## src/rtl/brpred_pkg.sv

```systemverilog
`timescale 1ns/1ps
// brpred_pkg: shared definitions for the branch-predictor update controller.
//   - default geometry (predictor index width, resolution buffer depth)
//   - controller state encoding
//   - the packed resolution record buffered between EX and the predictor
//   - the weakly-taken counter value that cleared entries are reset to
package brpred_pkg;

    localparam int DEF_NUM_INDEX_BIT = 3;
    localparam int DEF_FIFO_DEPTH    = 4;
    localparam int MISS_CNT_W        = 16;

    localparam logic [1:0] WEAKLY_TAKEN = 2'd2;

    typedef enum logic {
        S_RUN   = 1'b0,
        S_CLEAR = 1'b1
    } ctrl_state_e;

    typedef struct packed {
        logic [31:0] addr;
        logic        taken;
        logic        miss;
    } res_entry_t;

endpackage

```

## src/rtl/brpred_upd_fifo.sv

```systemverilog
`timescale 1ns/1ps
// brpred_upd_fifo: small synchronous FIFO buffering branch resolutions.
//   clk, rst_n         : clock, async active-low reset
//   push, push_data    : write push_data at the tail (caller guarantees !full)
//   pop                : drop the head entry (caller guarantees !empty)
//   flush              : discard every entry; takes priority over push/pop
//   full, empty        : occupancy flags
//   head_data          : current head entry, read straight from storage flops
module brpred_upd_fifo #(
    parameter int WIDTH = 34,
    parameter int DEPTH = 4
) (
    input  logic             clk,
    input  logic             rst_n,
    input  logic             push,
    input  logic [WIDTH-1:0] push_data,
    input  logic             pop,
    input  logic             flush,
    output logic             full,
    output logic             empty,
    output logic [WIDTH-1:0] head_data
);

    localparam int AW = $clog2(DEPTH);

    logic [WIDTH-1:0] mem [DEPTH];
    // One extra pointer bit separates full (MSBs differ) from empty.
    logic [AW:0]      wr_ptr;
    logic [AW:0]      rd_ptr;

    always_ff @(posedge clk or negedge rst_n) begin
        if (!rst_n) begin
            wr_ptr <= '0;
            rd_ptr <= '0;
            for (int i = 0; i < DEPTH; i++) begin
                mem[i] <= '0;
            end
        end else if (flush) begin
            wr_ptr <= '0;
            rd_ptr <= '0;
        end else begin
            if (push) begin
                mem[wr_ptr[AW-1:0]] <= push_data;
                wr_ptr              <= wr_ptr + 1'b1;
            end
            if (pop) begin
                rd_ptr <= rd_ptr + 1'b1;
            end
        end
    end

    assign empty     = (wr_ptr == rd_ptr);
    assign full      = (wr_ptr[AW] != rd_ptr[AW]) && (wr_ptr[AW-1:0] == rd_ptr[AW-1:0]);
    assign head_data = mem[rd_ptr[AW-1:0]];

endmodule

```

## src/rtl/brpred_update_ctrl.sv

```systemverilog
`timescale 1ns/1ps
// brpred_update_ctrl: buffers resolved branches from EX and feeds them to the
// predictor write port; on request walks every table entry back to
// weakly-taken, and counts delivered mispredicted updates.
//   res_valid_i/res_ready_o, res_addr_i, res_taken_i, res_miss_i : resolution in
//   clear_req_i, clear_busy_o                                     : table clear
//   upd_valid_o/upd_ready_i, upd_addr_o, upd_taken_o, upd_miss_o  : update out
//   clr_we_o, clr_index_o                                         : clear writes
//   miss_cnt_o                                                    : saturating
//
// state   | meaning
// S_RUN   | buffer resolutions and deliver updates
// S_CLEAR | one clear write per cycle, index 0 .. NUM_ENTRY-1
module brpred_update_ctrl
    import brpred_pkg::*;
#(
    parameter int NUM_INDEX_BIT = DEF_NUM_INDEX_BIT,
    parameter int FIFO_DEPTH    = DEF_FIFO_DEPTH
) (
    input  logic                     clk,
    input  logic                     rst_n,
    input  logic                     res_valid_i,
    output logic                     res_ready_o,
    input  logic [31:0]              res_addr_i,
    input  logic                     res_taken_i,
    input  logic                     res_miss_i,
    input  logic                     clear_req_i,
    output logic                     clear_busy_o,
    output logic                     upd_valid_o,
    input  logic                     upd_ready_i,
    output logic [31:0]              upd_addr_o,
    output logic                     upd_taken_o,
    output logic                     upd_miss_o,
    output logic                     clr_we_o,
    output logic [NUM_INDEX_BIT-1:0] clr_index_o,
    output logic [MISS_CNT_W-1:0]    miss_cnt_o
);

    localparam int NUM_ENTRY = 2 ** NUM_INDEX_BIT;
    localparam logic [NUM_INDEX_BIT-1:0] LAST_INDEX = NUM_INDEX_BIT'(NUM_ENTRY - 1);

    ctrl_state_e              state;
    logic                     clr_active;
    logic [NUM_INDEX_BIT-1:0] clr_index;
    logic                     fifo_full;
    logic                     fifo_empty;
    logic                     push;
    logic                     pop;
    logic                     flush;
    res_entry_t               push_entry;
    res_entry_t               head_entry;

    // rst_n gates ready so nothing is accepted while reset is held.
    assign res_ready_o = rst_n && (state == S_RUN) && !fifo_full && !clear_req_i;
    assign upd_valid_o = (state == S_RUN) && !fifo_empty;

    assign push  = res_valid_i && res_ready_o;
    assign pop   = upd_valid_o && upd_ready_i;
    assign flush = (state == S_RUN) && clear_req_i;

    assign push_entry = '{addr: res_addr_i, taken: res_taken_i, miss: res_miss_i};

    brpred_upd_fifo #(
        .WIDTH ($bits(res_entry_t)),
        .DEPTH (FIFO_DEPTH)
    ) u_fifo (
        .clk       (clk),
        .rst_n     (rst_n),
        .push      (push),
        .push_data (push_entry),
        .pop       (pop),
        .flush     (flush),
        .full      (fifo_full),
        .empty     (fifo_empty),
        .head_data (head_entry)
    );

    assign upd_addr_o  = head_entry.addr;
    assign upd_taken_o = head_entry.taken;
    assign upd_miss_o  = head_entry.miss;

    always_ff @(posedge clk or negedge rst_n) begin
        if (!rst_n) begin
            state      <= S_RUN;
            clr_active <= 1'b0;
            clr_index  <= '0;
        end else begin
            case (state)
                S_RUN: begin
                    if (clear_req_i) begin
                        state      <= S_CLEAR;
                        clr_active <= 1'b1;
                        clr_index  <= '0;
                    end
                end
                S_CLEAR: begin
                    if (clr_index == LAST_INDEX) begin
                        state      <= S_RUN;
                        clr_active <= 1'b0;
                        clr_index  <= '0;
                    end else begin
                        clr_index <= clr_index + 1'b1;
                    end
                end
                default: begin
                    state      <= S_RUN;
                    clr_active <= 1'b0;
                    clr_index  <= '0;
                end
            endcase
        end
    end

    assign clr_we_o     = clr_active;
    assign clear_busy_o = clr_active;
    assign clr_index_o  = clr_index;

    // A clear deliberately leaves the mispredict count alone.
    always_ff @(posedge clk or negedge rst_n) begin
        if (!rst_n) begin
            miss_cnt_o <= '0;
        end else if (pop && upd_miss_o && (miss_cnt_o != {MISS_CNT_W{1'b1}})) begin
            miss_cnt_o <= miss_cnt_o + 1'b1;
        end
    end

endmodule

```

## config.mk

```make
export PLATFORM = sky130hd
export DESIGN_NAME = brpred_update_ctrl
export DESIGN_NICKNAME = d
export VERILOG_FILES = /design/src/rtl/brpred_pkg.sv /design/src/rtl/brpred_upd_fifo.sv /design/src/rtl/brpred_update_ctrl.sv
export SDC_FILE = /design/constraint.sdc
export NUM_CORES = 1
export LEC_CHECK = 0
export CAP_MARGIN = 5
export CORE_MARGIN = 3
export CORE_UTILIZATION = 50
export DETAILED_ROUTE_END_ITERATION = 8
export PLACE_DENSITY = 0.76
export SETUP_SLACK_MARGIN = 0.02
export SLEW_MARGIN = 10
export SYNTH_ARGS = -nofsm -noshare
export SYNTH_HDL_FRONTEND = slang
export SYNTH_SLANG_ARGS = --single-unit
export TNS_END_PERCENT = 20
```

## constraint.sdc

```tcl
create_clock -name clk -period 2.08 [get_ports clk]
set_clock_uncertainty 0.15 [all_clocks]
set_input_delay 0.52 -clock clk [delete_from_list [all_inputs] [get_ports clk]]
set_output_delay 0.52 -clock clk [all_outputs]
set_load 0.02 [all_outputs]
```

==> flow_summary_export.csv, run 1 <==
group,metric,value,unit
sta,holdWs,41.5,ps
outcome,outcome,"finished with violations",
sta,min_period,2510,ps
sta,fin_crit_sh,121,%
worst_setup_path,crit_end,"upd_addr_o[25]",
logic_synthesis,dominantRegCellSynth,"dfrtp_1",
grt,grt_pass1_vias,5046,
power,p_leak,0.00520,uW
floorplan,core,14200,um^2
detailed_routing,vias,4598,
sta,slew_viol_final,0,
power,p_seq_share,38.0,%
placed_design,port_buffers,95,
logic_synthesis,yosys.area.top_type,"dfrtp_1",
grt,grt_use_total,20.2,%
logic_synthesis,ys_ff,163,
detailed_routing,wl_per_cell,21.4,um
sta,fmax,399,MHz
placed_design,postPlaceCellArea,8880,um^2
detailed_routing,firstDrtPassIters,4,
worst_setup_path,end_kind,"output pin",
sta,setup_ws,-428,ps
hold_path,min_path_type,"input port to async pin",
detailed_routing,ant_nets,0,
logic_synthesis,synth_top_cell_by_count,"dfrtp_1",
finish,nNetsFinal,657,
logic_synthesis,syn-instance-count,463,
floorplan,die_y,128,um
cts,cts_tree,"built",
worst_setup_path,cp_common_cell,"buf_12",
logic_synthesis,edf_count,0,
finish,fin_util,71.6,%
logic_synthesis,ys_warn_count,0,
placed_design,dp.final_hpwl,10000,um
worst_setup_path,startpoint_type,"register",
logic_synthesis,top_area_share,55.0,%
logic_synthesis,synthArstFlopShare,100,%
finish,finalInstanceArea,10200,um^2
logic_synthesis,ys_chip_area,7420,um^2
finish,diodes,0,
detailed_routing,viasPerCell,5.73,
worst_setup_path,reg2reg_from,"u_fifo.rd_ptr[0]",
worst_setup_path,worstPathMaxFanout,8,
outcome,violations,"setup timing",
grt,grt_max_degree,164,
power,switching_share,30.3,%
worst_setup_path,cp_top_family,"multiplexers",
placed_design,finalWeightedCongestion,0.780,
worst_setup_path,crit_slowest_cell,"mux4_2",
logic_synthesis,syn-cell-area,7420,um^2
sta,finalHoldViolations,0,
finish,nFillCells,930,
sta,rsz0062_at_grt,"yes",
worst_setup_path,max_stage_delay,550,ps
cts,clkTransAtPathRegs,60,ps
sta,worst_pin_slew,934,ps
worst_setup_path,critPathRequiredTime,1410,ps
floorplan,ios,96,
sta,setup_viol,180,
finish,drive_above_1_share,51.2,%
worst_setup_path,regToRegEndpoint,"miss_cnt_o[13]",
worst_setup_path,path_cells,"buf_12 -> buf_12 -> mux4_2 -> buf_6",
grt,antenna_found_initial,0,
detailed_routing,totalWireLength,17200,um
worst_setup_path,arrival,1840,ps
worst_setup_path,regToRegSetupSlack,-180,ps
grt,grt.overflow.total,0,
floorplan,initCoreUtil,52.2,%
logic_synthesis,synthTopCellsByCount,"163 x dfrtp_1, 133 x mux2_2, 34 x mux4_2",
logic_synthesis,netlist_top_cells_area,"dfrtp_1 55%, mux2_2 20%, mux4_2 10%, buf_6 2.4%, xor2_1 1.9%",
logic_synthesis,ys_cells,463,
sta,setup_tns,-29630,ps
worst_setup_path,reg2reg_depth,6,
detailed_routing,drc,0,
power,peakVddDrop,0.000719,V
worst_setup_path,path_buffers,3,
power,p_sw,3580,uW
floorplan,chip_area,16300,um^2
cts,cts.sinks,163,
floorplan,die-width,128,um
logic_synthesis,syn_nets,510,
logic_synthesis,ys_seq_share,55.0,%
cts,clock_path_buffers,2,
detailed_routing,first_iter_violations,255,
worst_setup_path,crit_cells,4,
worst_setup_path,crit_type,"register to output pin",
worst_setup_path,crit_start,"u_fifo.rd_ptr[0]",
power,p_comb_share,37.5,%
flow_run,drv_cap,0,
power,p_int,8220,uW
power,p_per_area,1160,nW/um^2
flow_run,warnings,34,
logic_synthesis,avgSynthCellArea,16.0,um^2
finish,area_delta_synth_final,37.2,%
placed_design,dp_slack,-458,ps
grt,grt_pass1_wl,25600,um
run 1: power groups by stage:
stage               clock (uW)  sequential, uW  combinational [uW]
floorplan                    0            4370                2300
global placement             0            4370                3710
detailed placement           0            4460                3830
CTS                       2950            4420                3520
global route              3090            4580                4710
finish                    2890            4480                4430
run 1: kinds of logic (layout without fill, tap and decap cells):
logic type | Yosys count | in the layout | synth area share (%)
buffers and inverters | 28 | 187 | 3.14
DFF | 163 | 163 | 55.0
muxes | 176 | 176 | 32.0
and+or+nand+nor | 52 | 52 | 3.95
xor gates and xnor gates | 19 | 19 | 2.45
adders and majority gates | 8 | 8 | 1.35
AOI/OAI and AO/OA | 17 | 18 | 2.09
run 1: worst min path at each step:
stage / from / end / slack (ps) / cells past startpoint
finish: rst_n / miss_cnt_o[3] / 40 / 2
global route: rst_n / miss_cnt_o[6] / 150 / 2
CTS: rst_n / miss_cnt_o[3] / 160 / 2
detailed placement: u_fifo.mem[68] / u_fifo.mem[68] / 330 / 1
global placement: u_fifo.mem[68] / u_fifo.mem[68] / 320 / 1
floorplan: rst_n / clear_busy_o / 70 / 0
run 1: cell usage in the layout, fill, tap and decap left out, types with 3 or more instances in the layout:
master,Yosys,routed
a211oi_2,0,4
dfrtp_1,163,161
nor2_1,8,8
inv_1,4,4
clkbuf_1,4,3
clkbuf_16,0,17
buf_6,16,21
buf_4,1,33
nor3_1,5,3
clkinvlp_4,0,5
nor4_2,0,4
mux2i_1,3,3
mux4_2,34,34
nand3_1,7,7
dlygate4sd2_1,0,21
buf_12,0,21
ha_1,8,8
nand2_8,0,4
nand2_1,10,10
buf_2,3,16
mux2_4,4,131
clkinv_2,0,3
xor2_1,16,16
mux2_2,133,8
clkdlybuf4s50_1,0,37
run 1: stage by stage:
stage	std cells	power, uW
after CTS	786	10900
after global placement	753	8080
after global routing	803	12400
after floorplan	463	6670
final	803	11800
after detailed placement	753	8290
run 1: sequential cells by signal, indices dropped and copies added, names as in the netlist:
signal         cells
u_fifo.mem       136
clr_index_o        3
clear_busy_o       1
state              1
miss_cnt_o        16
u_fifo.wr_ptr      3
u_fifo.rd_ptr      3
run 1: repair_timing:
action | in CTS | in global routing
setup endpoints to repair | 209 | 190
setup buffers | 0 | 16
cloned | 1 | 1
hold endpoints to repair | 0 | 0
hold buffers | 0 | 0
pin swaps | 0 | 11
resized | 154 | 205
run 1: metal layers:
layer  GRT usage [%]  vias up  part of all wire, %
li1                -     2027                    -
met1            23.7     2457                   41
met2            36.4       96                   54
met3            5.63       18                  4.3
met4            5.43        0                 0.94
met5               0        -                    0
run 1: layout make-up:
cell class,count,area (um^2),share of cell area (%)
flip-flops and latches,163,4080,40.1
well taps,180,225,2.21
clock inverters,12,109,1.07
clock buffers,20,437,4.29
inverters,4,15.0,0.148
multi-input cells,273,3730,36.6
repair buffers,151,1580,15.5
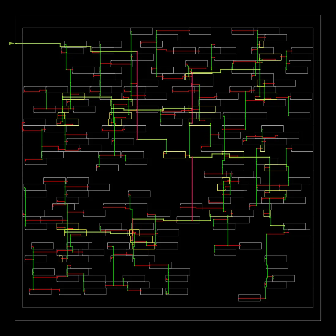
*The clock network, run 1*
Clock Latency Late Sink: 410 ps
CTS Buf Count: 17

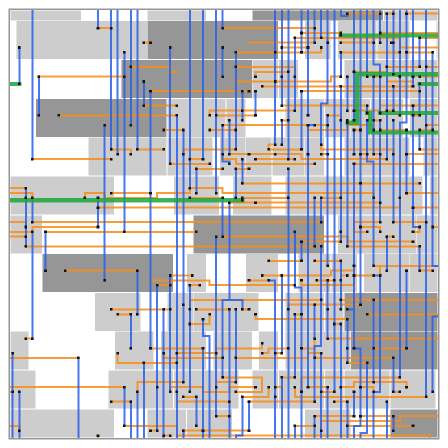
*Close-up of the layout, run 1*
Region (81, 17) to (111, 47) um. Cells in gray, sequential cells in the stronger gray; small squares are vias.
legend:
  metal 1:
    color: orange
  metal 3:
    color: green
  metal 2:
    color: blue
cells with their middle in the window: 63
most frequent: xor2_1 (9), dfrtp_1 (7), buf_4 (7)
sequential cells in the window: 7
netlist names of flops here include: miss_cnt_o (7)

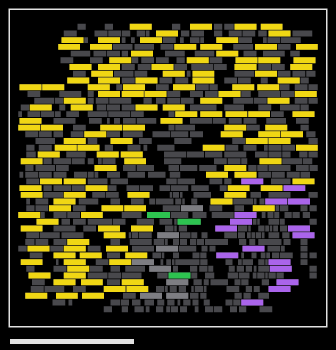
*Register map, names as in the netlist, run 1*
Scale bar: 50 um. Other sequential cells in the stronger gray, the rest of the logic in the fainter gray.
legend:
  u_fifo.mem:
    color: yellow
    flops: 136
    where: all over the die
  u_fifo.rd_ptr:
    color: green
    flops: 3
  miss_cnt_o:
    color: purple
    flops: 16
not colored: 8
sequential logic power: 4480 uW
flop share of the area: 40.1%
Seq. cell area: 4080 um^2

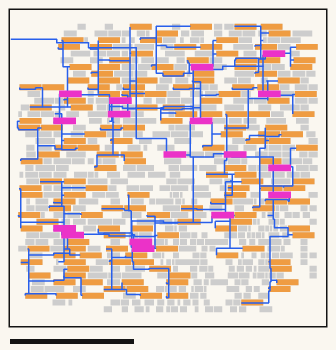
*Clock distribution, run 1*
Scale bar: 50 um.
legend:
  flip-flops:
    color: orange
    count: 163
  clock drivers:
    color: magenta
    count: 17
  clock wires:
    color: blue
    length: 1820 um
flops lie: all over the die
Clk. pwr: 2890 uW
clock share of power: 24.5%

==> inputs of run 2 (changes only) <==
--- a/config.mk
+++ b/config.mk
@@ -8,6 +8,7 @@
 export CAP_MARGIN = 5
 export CORE_MARGIN = 3
 export CORE_UTILIZATION = 50
+export CTS_CLUSTER_DIAMETER = 60
 export DETAILED_ROUTE_END_ITERATION = 8
 export PLACE_DENSITY = 0.76
 export SETUP_SLACK_MARGIN = 0.02
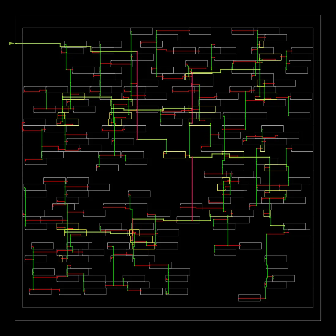
*The clock network, run 2*
clk_buf instances: 20
Seq cells: 163
clk sinks: 163

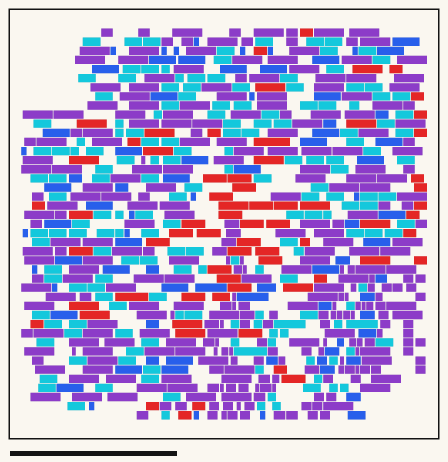
*Cell sizes after repair, run 2*
Scale bar: 50 um.
legend:
  _2 cells:
    color: blue
    cells: 78
  _0 and _1 cells:
    color: purple
    cells: 304
  _3 and _4 cells:
    color: cyan
    cells: 174
  _6 and larger:
    color: red
    cells: 67
Final Cell Area: 10200 um^2
Non-CTS buffers: 151

==> run 2 against run 1 <==
Against the previous run:
- setup slack stayed put
- the flow still finishes with violations (setup timing)
- highest routed layer unchanged
- synthesized area did not move
- sequential power barely moved
- core utilization is the same
==> flow_summary_export.csv, run 2 <==
group,metric,value,unit
outcome,outcome,"finished with violations",
outcome,violations,"setup timing",
placed_design,finalWeightedCongestion,0.780,
flow_run,drv_cap,0,
detailed_routing,wl_per_cell,21.4,um
cts,clock_path_buffers,2,
sta,worst_pin_slew,934,ps
floorplan,chip_area,16300,um^2
grt,grt_busiest_layer,"met2",
flow_run,warnings,34,
logic_synthesis,ys_warn_count,0,
sta,setup_viol,180,
logic_synthesis,edf_count,0,
power,p_seq_share,38.0,%
power,p_comb_share,37.5,%
power,p_per_area,1160,nW/um^2
grt,use_met1,23.7,%
cts,htreeDepth,4,
power,p_leak,0.00520,uW
grt,grt.overflow.total,0,
detailed_routing,ant_nets,0,
sta,relSlewSlack,37.8,%
logic_synthesis,synthArstFlopShare,100,%
logic_synthesis,avgSynthCellArea,16.0,um^2
grt,grt_use_met2,36.4,%
floorplan,initCoreUtil,52.2,%
worst_setup_path,end_kind,"output pin",
finish,nNetsFinal,657,
logic_synthesis,synth_top_cell_by_count,"dfrtp_1",
detailed_routing,drc,0,
power,switching_share,30.3,%
logic_synthesis,top_area_share,55.0,%
sta,finalHoldViolations,0,
cts,worstSkewPairLatency,410,ps
finish,top_register,"u_fifo.mem",
placed_design,dp.final_hpwl,10000,um
detailed_routing,viasPerCell,5.73,
finish,largestRegisters,"u_fifo.mem x136, miss_cnt_o x16",
floorplan,core,14200,um^2
finish,final_cell_mix,"161 x dfrtp_1, 131 x mux2_4, 37 x clkdlybuf4s50_1",
floorplan,ios,96,
finish,largest_reg_flops,136,
worst_setup_path,reg2reg_from,"u_fifo.rd_ptr[0]",
cts,ctsRootBufferMaster,"clkbuf_16",
sta,rsz0062_at_grt,"yes",
sta,slew_viol_final,0,
worst_setup_path,crit_start,"u_fifo.rd_ptr[0]",
hold_path,min_path_type,"input port to async pin",
grt,grt_pass1_wl,25600,um
logic_synthesis,yosys.area.top_type,"dfrtp_1",
placed_design,dp.cells,753,
cts,cts_hold_buf,0,
sta,holdWs,41.5,ps
grt,grt_use_total,20.2,%
finish,fin_util,71.6,%
power,p_int,8220,uW
floorplan,die-width,128,um
logic_synthesis,ys_seq_share,55.0,%
logic_synthesis,syn-cell-area,7420,um^2
logic_synthesis,ys_ff,163,
worst_setup_path,worstPathMaxFanout,8,
logic_synthesis,ys_chip_area,7420,um^2
logic_synthesis,syn-instance-count,463,
power,p_sw,3580,uW
power,peakVddDrop,0.000719,V
detailed_routing,first_iter_violations,255,
cts,cts_buffers,17,
power,clkPwrFrac,24.5,%
grt,grt_max_degree,164,
grt,grt_pass1_vias,5046,
sta,min_period,2510,ps
detailed_routing,totalWireLength,17200,um
worst_setup_path,critPathRequiredTime,1410,ps
logic_synthesis,synthTopCellsByCount,"163 x dfrtp_1, 133 x mux2_2, 34 x mux4_2",
sta,fmax,399,MHz
cts,clkTransAtPathRegs,60,ps
grt,antenna_found_initial,0,
grt,use_met3,5.63,%
logic_synthesis,ys_cells,463,
finish,drive_above_1_share,51.2,%
logic_synthesis,netlist_top_cells_area,"dfrtp_1 55%, mux2_2 20%, mux4_2 10%, buf_6 2.4%, xor2_1 1.9%",
floorplan,rows,43,
detailed_routing,vias,4598,
logic_synthesis,dominantRegCellSynth,"dfrtp_1",
placed_design,dp_slack,-458,ps
placed_design,port_buffers,95,
detailed_routing,firstDrtPassIters,4,
logic_synthesis,synth_cell_types,39,
logic_synthesis,syn_nets,510,
worst_setup_path,arrival,1840,ps
sta,fin_crit_sh,121,%
finish,lay_top_count,"dfrtp_1",
worst_setup_path,startpoint_type,"register",
floorplan,die_y,128,um
finish,final_cells,803,
finish,area_delta_synth_final,37.2,%
placed_design,postPlaceCellArea,8880,um^2
cts,cts_tree,"built",
sta,setup_ws,-428,ps
finish,diodes,0,
worst_setup_path,crit_type,"register to output pin",
-- run 2: metal layers --
metal / vias to the layer above / share of wire, % / routed length (um)
li1: 2027 / - / -
met1: 2457 / 41 / 7080
met2: 96 / 54 / 9200
met3: 18 / 4.3 / 744
met4: 0 / 0.94 / 161
met5: - / 0 / 0
-- run 2: cell type report --
| cell class | count | area (um^2) |
|---|---|---|
| tap | 180 | 225 |
| clock inverter | 12 | 109 |
| fill | 930 | 4030 |
| sequential | 163 | 4080 |
| inverter | 4 | 15.0 |
| multi-input combinational | 273 | 3730 |
| timing repair buffer | 151 | 1580 |
| clock buffer | 20 | 437 |
-- run 2: per-stage QoR --
stage	TNS, ps	total power, uW
floorplan	0	6670
global placement	-57730	8080
detailed placement	-60530	8290
CTS	-34880	10900
global route	-39800	12400
finish	-29630	11800
-- run 2: final timing paths --
path | slack, ps | depth (start not counted) | to
worst min register to register | 360 | 1 | u_fifo.mem[5]
max in group asynchronous | 980 | 2 | u_fifo.rd_ptr[1]
min in group clk | 360 | 1 | u_fifo.mem[5]
worst min-delay path | 40 | 2 | miss_cnt_o[3]
worst max register to register | -180 | 6 | miss_cnt_o[13]
worst max-delay path | -430 | 4 | upd_addr_o[25]
-- run 2: cells by family (layout without fill, tap and decap cells) --
kind of cell | Yosys count | after routing | share of synthesized area (%)
buffers and inverters | 28 | 187 | 3.14
adders and majority gates | 8 | 8 | 1.35
AOI/OAI and AO/OA | 17 | 18 | 2.09
xor gates and xnor gates | 19 | 19 | 2.45
and+or+nand+nor | 52 | 52 | 3.95
muxes | 176 | 176 | 32.0
DFF | 163 | 163 | 55.0
-- run 2: timing repair --
| item | 4_1_cts | 5_1_grt |
|---|---|---|
| pin swaps | 0 | 11 |
| hold endpoints to repair | 0 | 0 |
| endpoints found under the setup margin | 209 | 190 |
| cloned | 1 | 1 |
| buffers inserted | 0 | 16 |
| gates resized | 154 | 205 |
-- run 2: power groups by stage --
| stage | logic, uW | clock network, uW | registers, uW |
|---|---|---|---|
| 3_3_place_gp | 3710 | 0 | 4370 |
| 3_5_place_dp | 3830 | 0 | 4460 |
| 5_1_grt | 4710 | 3090 | 4580 |
| 4_1_cts | 3520 | 2950 | 4420 |
| 2_1_floorplan | 2300 | 0 | 4370 |
| 6_report | 4430 | 2890 | 4480 |
-- run 2: worst max-delay path: stages (launching register included) --
cell     delay [ps]
dfrtp_2         440
buf_12          140
buf_12          130
mux4_2          550
buf_6           160
### Close-up of the layout, run 2

Region (81, 17) to (111, 47) um. Cells in gray, sequential cells in the stronger gray; small squares are vias.
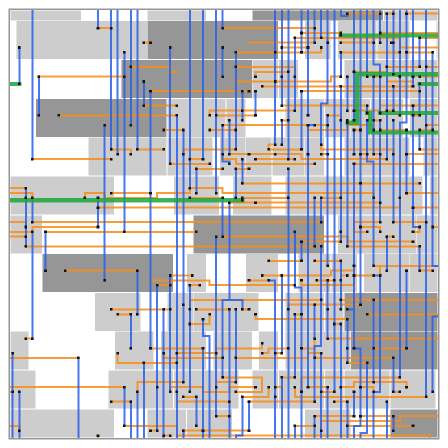

==> inputs of run 3 (changes only) <==
--- a/config.mk
+++ b/config.mk
@@ -7,10 +7,10 @@
 export LEC_CHECK = 0
 export CAP_MARGIN = 5
 export CORE_MARGIN = 3
-export CORE_UTILIZATION = 50
+export CORE_UTILIZATION = 60
 export CTS_CLUSTER_DIAMETER = 60
 export DETAILED_ROUTE_END_ITERATION = 8
-export PLACE_DENSITY = 0.76
+export PLACE_DENSITY = 0.86
 export SETUP_SLACK_MARGIN = 0.02
 export SLEW_MARGIN = 10
 export SYNTH_ARGS = -nofsm -noshare
==> constraint.sdc (replaced) <==
create_clock -name clk -period 3.1 [get_ports clk]
set_clock_uncertainty 0.15 [all_clocks]
set_input_delay 0.775 -clock clk [delete_from_list [all_inputs] [get_ports clk]]
set_output_delay 0.775 -clock clk [all_outputs]
set_load 0.02 [all_outputs]
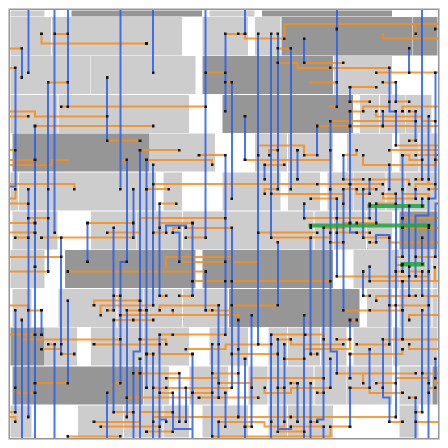
*Close-up of the layout, run 3*
Region (73, 14) to (103, 44) um. Cells in gray, sequential cells in the stronger gray; small squares are vias.
legend:
  metal 1:
    color: orange
  metal 2:
    color: blue
  metal 3:
    color: green
sequential cells in the window: 8
most frequent: xor2_1 (9), nand2_1 (7), dfrtp_1 (7)
netlist names of flops here include: miss_cnt_o (7), u_fifo.rd_ptr (1)
cells with their middle in the window: 75

==> run 3 against run 2 <==
Against the previous run:
- the run now ends clean
- worst hold slack improved by 240 ps
- wire length fell by 16%
- first-iteration DRC count fell by 6.7%
- critical path type unchanged
- critical endpoint is now upd_addr_o[3]
==> flow_summary_export.csv, run 3 <==
group,metric,value,unit
outcome,outcome,"complete, no violations",
finish,diodes,0,
floorplan,die-width,117,um
detailed_routing,totalWireLength,14500,um
power,p_sw,2260,uW
sta,setup_tns,0,ps
cts,cts.sinks,163,
sta,setup_viol,0,
power,p_per_area,786,nW/um^2
sta,relSlewSlack,47.7,%
worst_setup_path,crit_type,"register to output pin",
cts,htreeDepth,4,
floorplan,rows,39,
power,peakVddDrop,0.000473,V
finish,final_cell_mix,"161 x dfrtp_1, 133 x mux2_2, 60 x clkdlybuf4s50_1",
sta,worst_pin_slew,785,ps
finish,nFillCells,719,
finish,drive_above_1_share,39.8,%
finish,area_delta_synth_final,23.2,%
placed_design,port_buffers,95,
detailed_routing,ant_nets,0,
hold_path,min_path_type,"input port to async pin",
detailed_routing,viasPerCell,5.77,
finish,top_register,"u_fifo.mem",
cts,cts_buffers,17,
detailed_routing,first_iter_violations,238,
worst_setup_path,regToRegEndpoint,"u_fifo.mem[120]",
finish,largest_reg_flops,136,
worst_setup_path,reg2reg_depth,6,
logic_synthesis,edf_count,0,
detailed_routing,drc,0,
logic_synthesis,avgSynthCellArea,16.0,um^2
worst_setup_path,end_kind,"output pin",
sta,slew_viol_final,0,
floorplan,die_y,117,um
cts,clkTransAtPathRegs,70,ps
detailed_routing,vias,4324,
sta,fin_crit_sh,97.1,%
cts,cts_hold_buf,0,
logic_synthesis,ys_seq_share,55.0,%
cts,cts_tree,"built",
cts,clock_path_buffers,2,
finish,lay_top_count,"dfrtp_1",
grt,grt.overflow.total,0,
worst_setup_path,regToRegSetupSlack,730,ps
logic_synthesis,syn-cell-area,7420,um^2
power,clkPwrFrac,27.0,%
sta,finalHoldViolations,0,
worst_setup_path,critPathRequiredTime,2170,ps
floorplan,chip_area,13700,um^2
grt,grt_max_degree,66,
grt,antenna_found_initial,0,
floorplan,ios,96,
power,p_int,4920,uW
logic_synthesis,ys_warn_count,0,
logic_synthesis,ys_cells,463,
logic_synthesis,syn_nets,510,
grt,grt_pass1_wl,23600,um
logic_synthesis,synth_top_cell_by_count,"dfrtp_1",
sta,fmax,332,MHz
cts,ctsRootBufferMaster,"clkbuf_16",
power,p_comb_share,31.3,%
power,power,7180,uW
logic_synthesis,synthTopCellsByCount,"163 x dfrtp_1, 133 x mux2_2, 34 x mux4_2",
cts,post_cts_buffers,0,
grt,grt_pass1_vias,4688,
logic_synthesis,top_area_share,55.0,%
worst_setup_path,arrival,2090,ps
logic_synthesis,synth_cell_types,39,
worst_setup_path,reg2reg_from,"u_fifo.rd_ptr[0]",
worst_setup_path,worstPathMaxFanout,24,
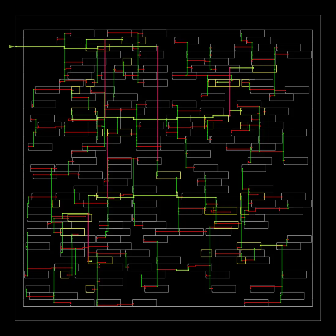
*The clock network, run 3*
Clock Latency Late Sink: 420 ps
clk_buf instances: 17

## run 3: cell counts after synthesis
No cell type changed its count.
## run 3: routing by layer
| metal | share of wire, % | GRT usage [%] | up-vias |
|---|---|---|---|
| li1 | - | - | 1956 |
| met1 | 43 | 29.3 | 2256 |
| met2 | 51 | 38.2 | 94 |
| met3 | 4.1 | 5.86 | 18 |
| met4 | 1.4 | 6.96 | 0 |
| met5 | 0 | 0 | - |
## run 3: cell type report
cell class                      count  area (um^2)  share of cell area [%]
Clock buffer                       17          425                    4.65
Clock inverter                     15          125                    1.37
Inverter                            4         15.0                   0.164
Multi-Input combinational cell    272         3120                    34.1
Sequential cell                   163         4080                    44.6
Tap cell                          164          205                    2.24
Timing Repair Buffer              114         1170                    12.8
## run 3: how the worst max path moves through the flow
| stage | from | end | depth (start not counted) |
|---|---|---|---|
| 3_5_place_dp | clear_req_i | res_ready_o | 4 |
| 2_1_floorplan | u_fifo.rd_ptr[0] | upd_addr_o[10] | 3 |
| 3_3_place_gp | clear_req_i | res_ready_o | 4 |
| 5_1_grt | u_fifo.rd_ptr[1] | upd_addr_o[4] | 3 |
| 4_1_cts | clear_req_i | res_ready_o | 4 |
| 6_report | u_fifo.rd_ptr[1] | upd_addr_o[3] | 3 |
## run 3: cell families after synthesis
kind of cell	share of synthesized area, %
buffers and inverters	3.14
muxes	32.0
DFF	55.0
and+or+nand+nor	3.95
xor gates and xnor gates	2.45
adders and majority gates	1.35
AOI/OAI and AO/OA	2.09
## run 3: power groups by stage
| stage | combinational (uW) | sequential [uW] | clock, uW |
|---|---|---|---|
| 2_1_floorplan | 1550 | 2930 | 0 |
| 3_3_place_gp | 2340 | 2960 | 0 |
| 3_5_place_dp | 2410 | 3010 | 0 |
| 4_1_cts | 2280 | 2990 | 1970 |
| 5_1_grt | 2410 | 3060 | 2070 |
| 6_report | 2240 | 3000 | 1940 |
## run 3: stage by stage
stage	hold slack, ps	instance area [um^2]	utilization, %	setup slack (ps)	cells
2_1_floorplan	309	7420	-	776	463
3_3_place_gp	319	8610	73.3	52.6	717
3_5_place_dp	337	8610	73.3	45.6	717
4_1_cts	301	9140	77.7	43.2	749
5_1_grt	325	9140	77.7	34.2	749
6_report	283	9140	77.7	88.6	749
## run 3: what timing repair did
action	4_1_cts	5_1_grt
endpoints found under the hold margin	0	0
gates resized	35	1
gates cloned	0	0
endpoints found under the setup margin	31	1
## run 3: critical path, stage by stage, from the launching register on
cell	delay (ps)
dfrtp_2	390
buf_4	360
mux4_2	360
clkdlybuf4s50_1	550
Power is estimated from default activity; no workload was simulated.
